==> src/rtl/muldiv.sv <==
// Iterative 32-bit multiply/divide unit owning the HI/LO pair.
// One operand-capture edge, 32 shift-add / shift-subtract edges, one sign-fix edge.
module muldiv (
    input  logic        Clk,
    input  logic        Reset,
    input  logic        Start,
    input  logic [1:0]  Op,
    input  logic [31:0] A,
    input  logic [31:0] B,
    input  logic        Mthi,
    input  logic        Mtlo,
    input  logic [31:0] Wd,
    output logic        Busy,
    output logic        Done,
    output logic [31:0] Hi,
    output logic [31:0] Lo
);

    // state | meaning
    // IDLE  | waiting for Start; Mthi/Mtlo writes allowed
    // RUN   | 32 iterations on working registers
    // FIX   | sign correction, HI/LO write, Done pulse
    typedef enum logic [1:0] {IDLE, RUN, FIX} state_t;

    state_t      state, state_nxt;
    logic [4:0]  cnt;
    logic        op_div;
    logic        neg_q;
    logic        neg_r;
    logic        div_zero;
    logic [31:0] hi_w;
    logic [31:0] lo_w;
    logic [31:0] opb;

    logic        a_neg, b_neg;
    logic [31:0] a_abs, b_abs;
    logic [32:0] mul_sum;
    logic [32:0] div_shift;
    logic        div_ge;
    logic [31:0] div_sub;
    logic [63:0] prod_fix;
    logic [31:0] quo_fix;
    logic [31:0] rem_fix;

    always_ff @(posedge Clk or negedge Reset) begin
        if (!Reset) state <= IDLE;
        else        state <= state_nxt;
    end

    always_comb begin
        state_nxt = state;
        case (state)
            IDLE:    if (Start) state_nxt = RUN;
            RUN:     if (cnt == 5'd31) state_nxt = FIX;
            FIX:     state_nxt = IDLE;
            default: state_nxt = IDLE;
        endcase
    end

    always_comb begin
        a_neg     = Op[0] & A[31];
        b_neg     = Op[0] & B[31];
        a_abs     = a_neg ? -A : A;
        b_abs     = b_neg ? -B : B;
        mul_sum   = {1'b0, hi_w} + (lo_w[0] ? {1'b0, opb} : 33'd0);
        div_shift = {hi_w, lo_w[31]};
        div_ge    = div_shift >= {1'b0, opb};
        // Remainder stays below the divisor, so the low 32 bits hold the full difference.
        div_sub   = div_shift[31:0] - opb;
        prod_fix  = neg_q ? -{hi_w, lo_w} : {hi_w, lo_w};
        quo_fix   = div_zero ? 32'hFFFF_FFFF : (neg_q ? -lo_w : lo_w);
        rem_fix   = neg_r ? -hi_w : hi_w;
    end

    always_ff @(posedge Clk or negedge Reset) begin
        if (!Reset) begin
            cnt      <= '0;
            op_div   <= 1'b0;
            neg_q    <= 1'b0;
            neg_r    <= 1'b0;
            div_zero <= 1'b0;
            hi_w     <= '0;
            lo_w     <= '0;
            opb      <= '0;
        end else begin
            case (state)
                IDLE: if (Start) begin
                    cnt      <= '0;
                    op_div   <= Op[1];
                    neg_q    <= Op[0] & (A[31] ^ B[31]);
                    neg_r    <= (Op == 2'b11) & A[31];
                    // Divide by zero: quotient forced later; remainder naturally ends as |A|.
                    div_zero <= Op[1] & (B == 32'd0);
                    hi_w     <= '0;
                    lo_w     <= a_abs;
                    opb      <= b_abs;
                end
                RUN: begin
                    cnt <= cnt + 5'd1;
                    if (!op_div) begin
                        hi_w <= mul_sum[32:1];
                        lo_w <= {mul_sum[0], lo_w[31:1]};
                    end else if (div_ge) begin
                        hi_w <= div_sub;
                        lo_w <= {lo_w[30:0], 1'b1};
                    end else begin
                        hi_w <= div_shift[31:0];
                        lo_w <= {lo_w[30:0], 1'b0};
                    end
                end
                default: ;
            endcase
        end
    end

    always_ff @(posedge Clk or negedge Reset) begin
        if (!Reset) begin
            Hi   <= '0;
            Lo   <= '0;
            Done <= 1'b0;
        end else begin
            Done <= 1'b0;
            if (state == FIX) begin
                Done <= 1'b1;
                if (op_div) begin
                    Hi <= rem_fix;
                    Lo <= quo_fix;
                end else begin
                    Hi <= prod_fix[63:32];
                    Lo <= prod_fix[31:0];
                end
            end else if (state == IDLE && !Start) begin
                if (Mthi) Hi <= Wd;
                if (Mtlo) Lo <= Wd;
            end
        end
    end

    assign Busy = (state != IDLE);

endmodule
==> config.mk <==
export PLATFORM = sky130hd
export DESIGN_NAME = muldiv
export DESIGN_NICKNAME = d
export VERILOG_FILES = /design/src/rtl/muldiv.sv
export SDC_FILE = /design/constraint.sdc
export NUM_CORES = 1
export LEC_CHECK = 0
export CAP_MARGIN = 20
export CORE_ASPECT_RATIO = 1.25
export CORE_MARGIN = 10
export CORE_UTILIZATION = 53
export CTS_BUF_LIST = sky130_fd_sc_hd__clkbuf_2 sky130_fd_sc_hd__clkbuf_4 sky130_fd_sc_hd__clkbuf_8
export DETAILED_ROUTE_END_ITERATION = 8
export DONT_BUFFER_PORTS = 1
export GPL_ROUTABILITY_DRIVEN = 0
export GPL_TIMING_DRIVEN = 0
export PLACE_DENSITY_LB_ADDON = 0.25
export SYNTH_ARGS = -nofsm -noshare
export SYNTH_HDL_FRONTEND = slang
export SYNTH_SLANG_ARGS = --single-unit
==> constraint.sdc <==
create_clock -name Clk -period 4.3 [get_ports Clk]
set_input_delay 0.86 -clock Clk [delete_from_list [all_inputs] [get_ports Clk]]
set_output_delay 0.86 -clock Clk [all_outputs]
set_load 0.05 [all_outputs]
Fig. 1: run 1, routed metal, one color a layer
Scale bar: 50 um.
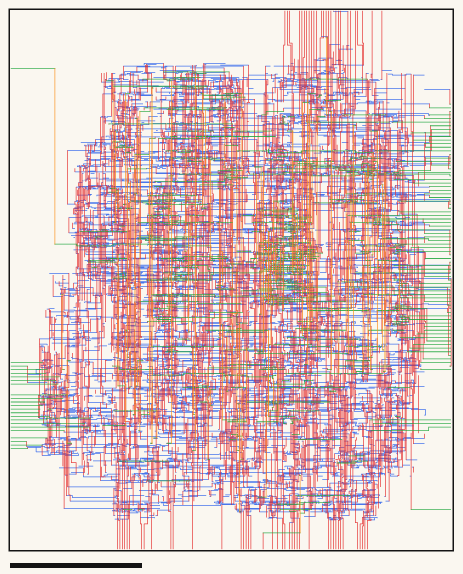
- M1: blue (wire length 18,100 um)
- M3: green (wire length 4,650 um)
- M4: orange (wire length 4,050 um)
- M2: red (wire length 24.1 mm)

Fig. 2: run 1, track usage over the die
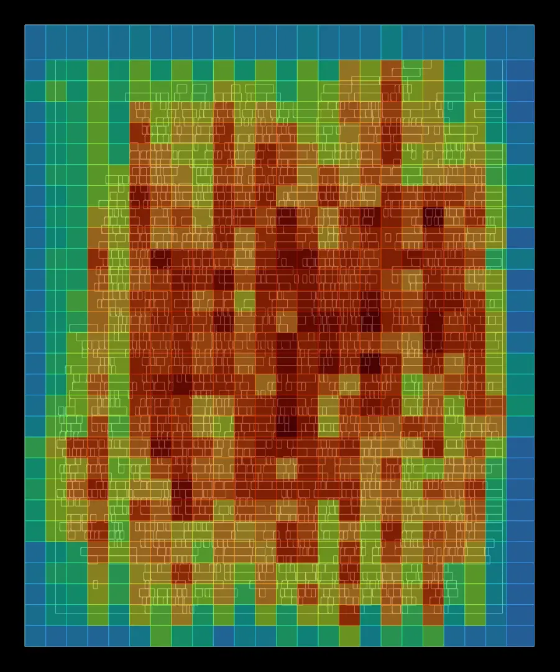
M2 GR Usage: 0.485
GR Util met3: 0.0600
GR Util All Layers: 0.286

Fig. 3: run 1, local utilization
17 x 20 tiles, from dark blue (low) to red (high), 0 to 100% covered.
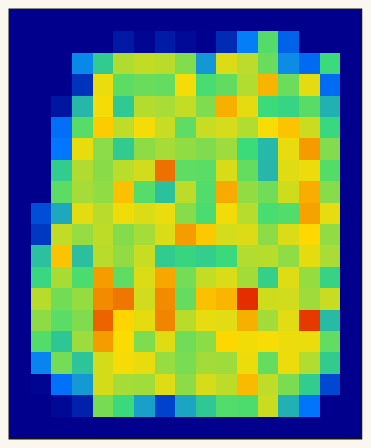
- fullest tile: 95%
- nearly empty tiles: 27%
- mean over tiles: 43%
- emptiest ninth of the die: upper left
- densest ninth of the die: center

==> impl_metrics.toml, run 1 <==
# implementation run metrics
[timing]
rsz0062_at_grt = "false"
max_freq_mhz = 242
final.setup.tns_ps = 0
slew_violations = 0
hold_viol = 0
fin_crit_sh = 0.960
fin_ws_ps = 173
slew_headroom = 0.407
fin_worst_skew_ps = 15.9
finalSetupViolCount = 0
worst_pin_slew_ps = 890

[flow_run]
warnings = 28
max-cap-violations = 0

[yosys]
async_flop_share = 1.00
yosysChipArea_mm2 = 0.0145
ys_cells = 1857
syn_area_per_cell_um2 = 7.79
synthDistinctLibCells = 80
synth_area_mm2 = 0.0145
yosys.stat.seqShare = 0.298
yosysWarnings = 0
numSynthFlops = 172

[detailed_routing]
wire_per_inst_um = 22.8
ant_nets = 0
drc_errors = 0
num_vias = 14500
drt-total-wl_mm = 50.9
firstDrtPassIters = 7

[setup_path]
crit_chain = "inv_1 > buf_1 > nor2_1 > ha_1 > a21oi_1 > o211ai_1 > a32oi_1 > nor2_1 > a211o_1 > a221oi_1 > xnor2_1 > a222oi_1 > o21ai_1"
crit_end = "hi_w[30]$_DFFE_PN0P_"
cp-startpoint = "lo_w[0]$_DFFE_PN0P_"
path_max_fanout = 10
start_kind = "flip-flop"
worstPathRequired_ps = 4660
r2r_start = "lo_w[0]$_DFFE_PN0P_"
crit_top_cell = "nor2_1"
critical_path.top_delay_family = "AND-OR/OR-AND gates"

[cts]
cts_resized = 0
cts_tree = "yes"
cts_buffers = 17
cts_hold_buffers = 0
clock_latency_ps = 490
path_clk_slew_ps = 100

[grt]
overflow = 0
met1_usage = 0.312
grt_pass1_vias = 14000
antenna_found_initial = 0
grt.busiest_layer = "met2"
grt_pass1_wl_mm = 79.0
grt_max_degree = 173

[hold_path]
min_path_type = "in2async"

[die]
ioPinCount = 169
fp_util = 0.539
core_mm2 = 0.0268
die-height_um = 205

[placed_design]
portBuffers = 0
pre_cts_ws_ps = 212
dpl.hpwl_mm = 41.2

[run_status]
outcome = "finished, final reports clean"

[layout]
layout.nets = 2051
antenna_cells = 0
area_delta_synth_final_pct = 5.60
## run 1: metal layers
layer  routed length, um  vias up
met5                   0        -
met4                4050        0
met3                4650      209
met2               24100      834
met1               18100     6747
li1                    -     6727
## run 1: area by class of cell
class / instances / area (um2)
fillers: 2546 / 11600
flip-flops and latches: 172 / 4300
inverters: 62 / 233
clock inverters: 12 / 115
plain buffers: 110 / 435
multi-input cells: 1513 / 9490
well taps: 345 / 432
clock buffers: 20 / 263
## run 1: state kept, by name (all words and copies together), names as in the netlist
name      cells
Done          1
Hi           32
Lo           32
cnt           5
div_zero      1
hi_w         32
lo_w         32
neg_q         1
neg_r         1
op_div        1
opb          32
state         2
## run 1: metrics by stage
step	std cells	hold slack, ps
final	2234	48.5
after global routing	2234	33.8
after CTS	2234	44.1
after detailed placement	2202	470
after global placement	2202	465
after floorplan	1857	439
## run 1: logic make-up (layout without fill, tap and decap cells)
family                   Yosys count  after routing  synth area share
AND/OR/NAND/NOR                  611            611             0.198
AND-OR/OR-AND                    609            609             0.257
XOR/XNOR                         172            172             0.104
flip-flops                       172            172             0.298
buffers and inverters            172            204            0.0462
adder cells (fa/ha/maj)           72             72            0.0633
multiplexers                      49             49            0.0339
## run 1: cells in the mapped netlist (all sizes together), types with 8 or more instances
cell	number	area, um2
nand2b	16	100
nand2	236	886
nor2b	10	62.6
nor3	42	210
o21ai	233	1170
a21o	29	218
o41ai	10	121
or3	24	160
nor2	156	586
o221ai	8	70.1
xor2	63	552
a21oi	139	696
nor4	20	146
nand4	16	100
o211ai	8	60.1
ha	70	876
inv	62	233
a31oi	16	100
buf	18	90.1
mux2i	49	490
a22oi	15	113
and3	21	133
a211oi	21	163
dfrtp	172	4300
or4	10	78.8
o22ai	39	250
a221oi	8	70.1
and2	9	56.3
o31ai	25	188
nand3	26	130
o21bai	12	90.1
xnor2	109	955
clkbuf	92	345
## run 1: cells in the final DEF (no fill, tap or decap), types with 9 or more instances in the layout
| master | count |
|---|---|
| a21oi_1 | 139 |
| clkbuf_8 | 18 |
| nor2b_1 | 10 |
| clkbuf_1 | 92 |
| o21bai_1 | 12 |
| and3_1 | 20 |
| nor4_1 | 18 |
| nor3_1 | 42 |
| nand4_1 | 16 |
| a21o_1 | 29 |
| mux2i_1 | 49 |
| inv_1 | 62 |
| dfrtp_1 | 172 |
| a31oi_1 | 16 |
| nand2b_1 | 16 |
| or3_1 | 22 |
| buf_1 | 9 |
| or4_1 | 9 |
| o22ai_1 | 38 |
| ha_1 | 70 |
| nand3_1 | 26 |
| o31ai_1 | 25 |
| xor2_1 | 63 |
| o21ai_0 | 225 |
| a22oi_1 | 15 |
| nor2_1 | 156 |
| xnor2_1 | 109 |
| nand2_1 | 236 |
| a211oi_1 | 20 |
==> run 2, diff against run 1 <==
--- a/config.mk
+++ b/config.mk
@@ -10,11 +10,13 @@
 export CORE_MARGIN = 10
 export CORE_UTILIZATION = 53
 export CTS_BUF_LIST = sky130_fd_sc_hd__clkbuf_2 sky130_fd_sc_hd__clkbuf_4 sky130_fd_sc_hd__clkbuf_8
+export CTS_CLUSTER_DIAMETER = 150
 export DETAILED_ROUTE_END_ITERATION = 8
 export DONT_BUFFER_PORTS = 1
 export GPL_ROUTABILITY_DRIVEN = 0
 export GPL_TIMING_DRIVEN = 0
 export PLACE_DENSITY_LB_ADDON = 0.25
+export REMOVE_ABC_BUFFERS = 1
 export SYNTH_ARGS = -nofsm -noshare
 export SYNTH_HDL_FRONTEND = slang
 export SYNTH_SLANG_ARGS = --single-unit
==> run 2 against run 1 <==
Against the previous run:
- register-to-register slack better by 60 ps
- die size unchanged
- critical path type unchanged
- highest routed layer unchanged
==> impl_metrics.toml, run 2 <==
# implementation run metrics
[detailed_routing]
firstDrtPassIters = 6
drt-total-wl_mm = 44.6
ant_nets = 0
wire_per_inst_um = 20.9
num_vias = 13600
drc_errors = 0

[grt]
grt_max_degree = 173
grt_pass1_wl_mm = 70.5
grt_usage = 0.250
overflow = 0
antenna_found_initial = 1
grt_pass1_vias = 13200

[flow_run]
max-cap-violations = 0
warnings = 27

[layout]
layout.nets = 1956
area_delta_synth_final_pct = 4.92
stdcell_count = 2139
lay_top_count = "nand2_1"
mostFrequentLayoutCells = "nand2_1, o21ai_0, dfrtp_1"
post-route-util = 0.566
final_area_mm2 = 0.0152
antenna_cells = 0

[setup_path]
r2r_start = "lo_w[31]$_DFFE_PN0P_"
start_kind = "flip-flop"
arrival_ps = 4410
cp-startpoint = "lo_w[31]$_DFFE_PN0P_"
crit_end = "hi_w[27]$_DFFE_PN0P_"
path_max_fanout = 17
endpoint_kind = "flip-flop"
worstPathRequired_ps = 4640

[timing]
slew_violations = 0
whs_ps = 66.3
fin_worst_skew_ps = 18.2
rsz0062_at_grt = "false"
worst_pin_slew_ps = 973
slew_headroom = 0.349
max_freq_mhz = 246
finalSetupViolCount = 0
hold_viol = 0

[yosys]
top_cell = "nand2_1"
yosys.stat.seqShare = 0.298
top_cell_area_share = 0.298
yosysChipArea_mm2 = 0.0145
yosysWarnings = 0
topCellsByArea = "dfrtp_1, o21ai_0, xnor2_1, nand2_1, ha_1"
ys_cells = 1857
syn_area_per_cell_um2 = 7.79
synth_area_mm2 = 0.0145
async_flop_share = 1.00
yosys-top-cells-count = "nand2_1, o21ai_0, dfrtp_1"
synthDistinctLibCells = 80
top_area_cell = "dfrtp_1"

[cts]
clockBufferDepth = 2
cts_tree = "yes"
cts_hold_buffers = 0
cts_buffers = 17
clock_latency_ps = 480
path_clk_slew_ps = 90

[die]
fp_util = 0.539
ioPinCount = 169
core_mm2 = 0.0268
die-height_um = 205
rows = 67

[placed_design]
portBuffers = 0
dpl.hpwl_mm = 34.6
placed_area_mm2 = 0.0148

[run_status]
outcome = "finished, final reports clean"
-- run 2: cell counts after synthesis --
No cell type changed its count.
-- run 2: stage by stage --
| stage | setup WS, ps |
|---|---|
| 2_1_floorplan | -1420 |
| 3_3_place_gp | -3720 |
| 3_5_place_dp | 157 |
| 4_1_cts | 113 |
| 5_1_grt | 34.3 |
| 6_report | 231 |
-- run 2: critical path, stage by stage, from the launching register on --
cell       delay, ps
dfrtp_1          530
inv_1            150
ha_1             260
nor2b_1          160
o2111ai_1        170
a211oi_2         330
o211ai_1         250
o31a_1           380
o41ai_4          860
buf_6            290
nor2_1           140
a222oi_1         280
o211ai_1         140
-- run 2: how the worst min path moves through the flow --
stage                         start                    to  slack [ps]
2_1_floorplan  div_zero$_DFFE_PN0P_  div_zero$_DFFE_PN0P_         440
4_1_cts                       Reset     Lo[2]$_DFFE_PN0P_          50
3_3_place_gp    opb[18]$_DFFE_PN0P_   opb[18]$_DFFE_PN0P_         460
6_report                      Reset     Lo[5]$_DFFE_PN0P_          70
5_1_grt                       Reset     Lo[5]$_DFFE_PN0P_          30
3_5_place_dp    opb[21]$_DFFE_PN0P_   opb[21]$_DFFE_PN0P_         470
-- run 2: routing by layer --
metal  part of all wire  routed length [um]  vias to the layer above  global-route usage
li1                   -                   -                     6546                   -
met1               0.39               17400                     6402               0.293
met2               0.49               21800                      562               0.429
met3              0.078                3490                      102              0.0537
met4              0.044                1950                        0               0.117
met5                  0                   0                        -                   0
-- run 2: final cells by class --
class | instances | area, um2
Clock buffer | 20 | 275
Clock inverter | 12 | 114
Fill cell | 2525 | 11700
Inverter | 62 | 236
Multi-Input combinational cell | 1513 | 9530
Sequential cell | 172 | 4310
Tap cell | 345 | 432
Timing Repair Buffer | 14 | 270
Timing Repair inverter | 1 | 7.51
-- run 2: cells by family after synthesis --
kind of cell | synth area share
buf+inv | 0.0462
fa+ha+maj | 0.0633
xor+xnor | 0.104
mux | 0.0339
flops | 0.298
simple gates | 0.198
compound gates | 0.257
-- run 2: timing repair --
item                                    CTS  global route
endpoints found under the hold margin     0             0
endpoints found under the setup margin    0             4
resized                                   0             4
buffers inserted                          0             0
Fig. 4: run 2, routed metal, one color a layer
Scale bar: 50 um.
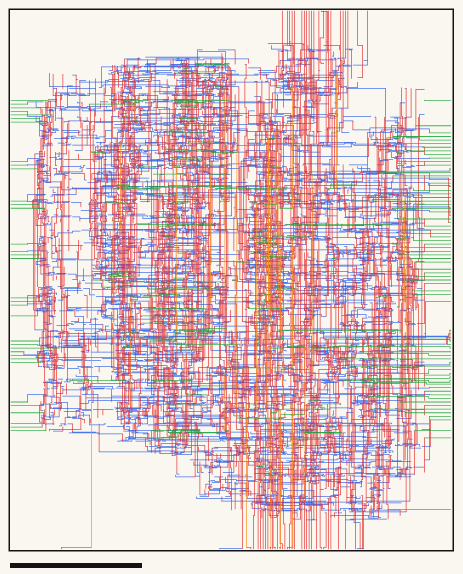
- M3: green (wire length 3,490 um)
- M2: red (wire length 21.8 mm)
- M4: orange (wire length 1,950 um)
- M1: blue (wire length 17,400 um)

Fig. 5: run 2, clock distribution
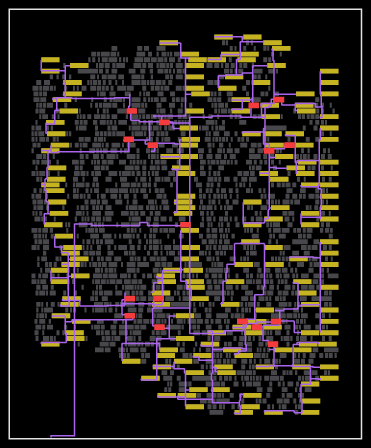
- clock wires: purple (length 2,280 um)
- clock-net drivers: red (count 17)
- flip-flops: yellow (count 172)
- flops lie: spread over the die

Fig. 6: run 2, track usage over the die
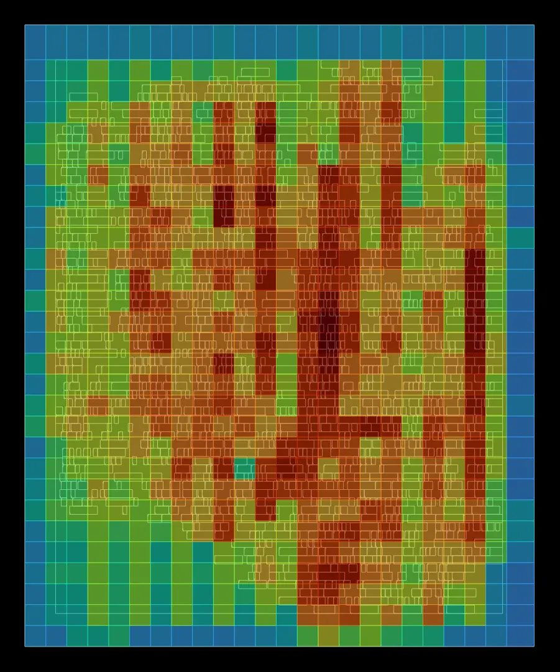

==> run 3, diff against run 2 <==
--- a/config.mk
+++ b/config.mk
@@ -5,7 +5,6 @@
 export SDC_FILE = /design/constraint.sdc
 export NUM_CORES = 1
 export LEC_CHECK = 0
-export CAP_MARGIN = 20
 export CORE_ASPECT_RATIO = 1.25
 export CORE_MARGIN = 10
 export CORE_UTILIZATION = 53
==> constraint.sdc (replaced) <==
create_clock -name Clk -period 5.3 [get_ports Clk]
set_input_delay 1.06 -clock Clk [delete_from_list [all_inputs] [get_ports Clk]]
set_output_delay 1.06 -clock Clk [all_outputs]
set_load 0.05 [all_outputs]
Fig. 7: run 3, track usage over the die
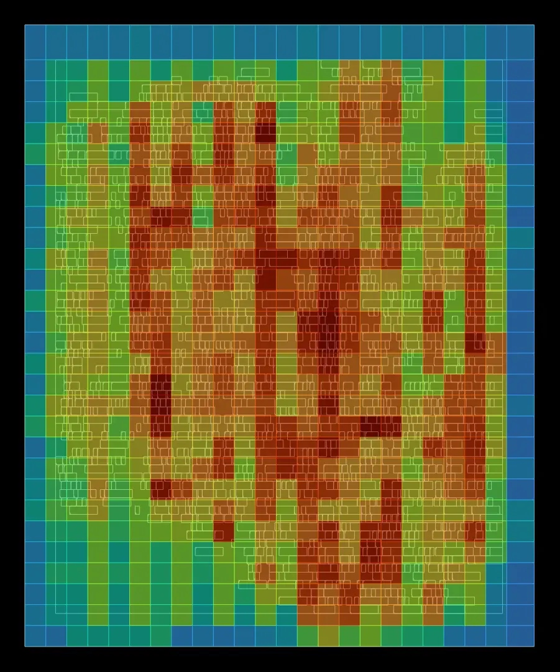
M2 GR Usage: 0.429
fin util: 0.563
GR Util met3: 0.0520
drt wl/cell: 20.8 um

==> run 3 against run 2 <==
Against the previous run:
- synthesized area did not move
- via count decreased by 0.16%
- design area down 0.54%
- hold slack better by 200 ps
- synthesized cell count stayed put
- sequential share of layout area increased by 0.16 points
- clock skew is 3.1 ps lower
- critical path type unchanged
==> impl_metrics.toml, run 3 <==
# implementation run metrics
[placed_design]
dpl.hpwl_mm = 34.4
portBuffers = 0

[run_status]
outcome = "finished, final reports clean"

[yosys]
ys_cells = 1857
top_area_cell = "dfrtp_1"
syn_area_per_cell_um2 = 7.79
yosysChipArea_mm2 = 0.0145
synth_area_mm2 = 0.0145
synthXorXnorAreaFrac = 0.104
adder_share = 0.0633
top_logic_kind = "AND-OR/OR-AND gates"
async_flop_share = 1.00
yosysWarnings = 0
synthDistinctLibCells = 80
synth-simple-area-share = 0.198
top_cell_area_share = 0.298

[cts]
cts_hold_buffers = 0
post_cts_buffers = 0
clock_latency_ps = 480
cts_buffers = 17

[detailed_routing]
drc_errors = 0
ant_nets = 0
firstDrtPassIters = 7
num_vias = 13600
drt-total-wl_mm = 44.4

[setup_path]
start_kind = "flip-flop"
slowest_stage = "o311ai_0"
crit_chain = "inv_1 > nor2_1 > ha_1 > o211ai_1 > o211ai_1 > nand2_1 > o311ai_0 > nand2b_1 > a311oi_1 > xor2_1 > a221o_1"
cp_num_buf_inv = 1
slowest_delay_ps = 830
endpoint_kind = "flip-flop"
critical_path.top_delay_family = "AND-OR/OR-AND gates"
arrival_ps = 4620
worstPathRequired_ps = 5660

[grt]
grt.busiest_layer = "met2"
grt_max_degree = 173
met1_usage = 0.292
grt_usage = 0.249

[die]
ioPinCount = 169
fp_util = 0.539
die-height_um = 205
rows = 67

[timing]
fin_worst_skew_ps = 15.1
whs_ps = 269
hold_viol = 0
slew_violations = 0
finalSetupViolCount = 0
max_freq_mhz = 234
rsz0062_at_grt = "false"
worst_pin_slew_ps = 1400

[layout]
lay_top_count = "nand2_1"
final_area_mm2 = 0.0151
area_delta_synth_final_pct = 4.35
layout.nets = 1951
antenna_cells = 0

[flow_run]
max-cap-violations = 0
warnings = 27
Fig. 8: run 3, local utilization
17 x 20 tiles, from dark blue (low) to red (high), 0 to 100% covered.
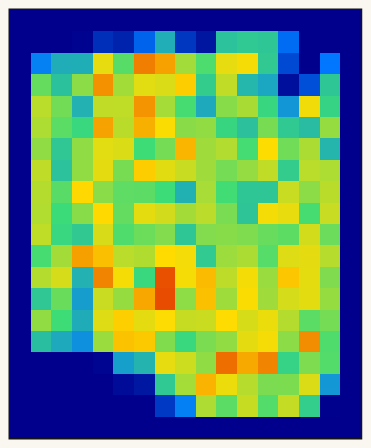
- emptiest ninth of the die: lower left
- densest ninth of the die: center
- tiles over 75% full: 8.5%
- mean over tiles: 43%
- fullest tile: 91%
- nearly empty tiles: 27%

[run 3: kinds of logic (layout without fill, tap and decap cells)]
| kind of cell | count (synthesis) | in the layout |
|---|---|---|
| buf+inv | 172 | 104 |
| xor+xnor | 172 | 172 |
| mux | 49 | 49 |
| compound gates | 609 | 609 |
| simple gates | 611 | 611 |
| flops | 172 | 172 |
| fa+ha+maj | 72 | 72 |
[run 3: layout make-up]
cell class / instances / area, um2
multi-input cells: 1513 / 9530
flip-flops and latches: 172 / 4310
inverters: 62 / 233
clock buffers: 21 / 289
well taps: 345 / 432
fillers: 2584 / 11700
clock inverters: 11 / 110
repair buffers: 10 / 193
[run 3: metal layers]
metal / routed length (um) / up-vias
li1: - / 6527
met5: 0 / -
met3: 3630 / 109
met1: 17400 / 6342
met2: 21500 / 612
met4: 1850 / 0
[run 3: stage by stage]
| step | util | cells | setup TNS, ps |
|---|---|---|---|
| 2_1_floorplan | - | 1747 | -22390 |
| 3_3_place_gp | 0.539 | 2092 | -203110 |
| 3_5_place_dp | 0.548 | 2102 | 0 |
| 4_1_cts | 0.562 | 2134 | 0 |
| 5_1_grt | 0.563 | 2134 | 0 |
| 6_report | 0.563 | 2134 | 0 |
[run 3: worst paths after layout]
path | from | endpoint | slack [ps] | cells past startpoint
max | lo_w[0]$_DFFE_PN0P_ | hi_w[18]$_DFFE_PN0P_ | 1030 | 11
min | Reset | Lo[2]$_DFFE_PN0P_ | 270 | 0
max reg2reg | lo_w[0]$_DFFE_PN0P_ | hi_w[18]$_DFFE_PN0P_ | 1030 | 11
min reg2reg | opb[2]$_DFFE_PN0P_ | opb[2]$_DFFE_PN0P_ | 480 | 2
max in group asynchronous | Reset | hi_w[27]$_DFFE_PN0P_ | 4800 | 0
min in group Clk | opb[2]$_DFFE_PN0P_ | opb[2]$_DFFE_PN0P_ | 480 | 2
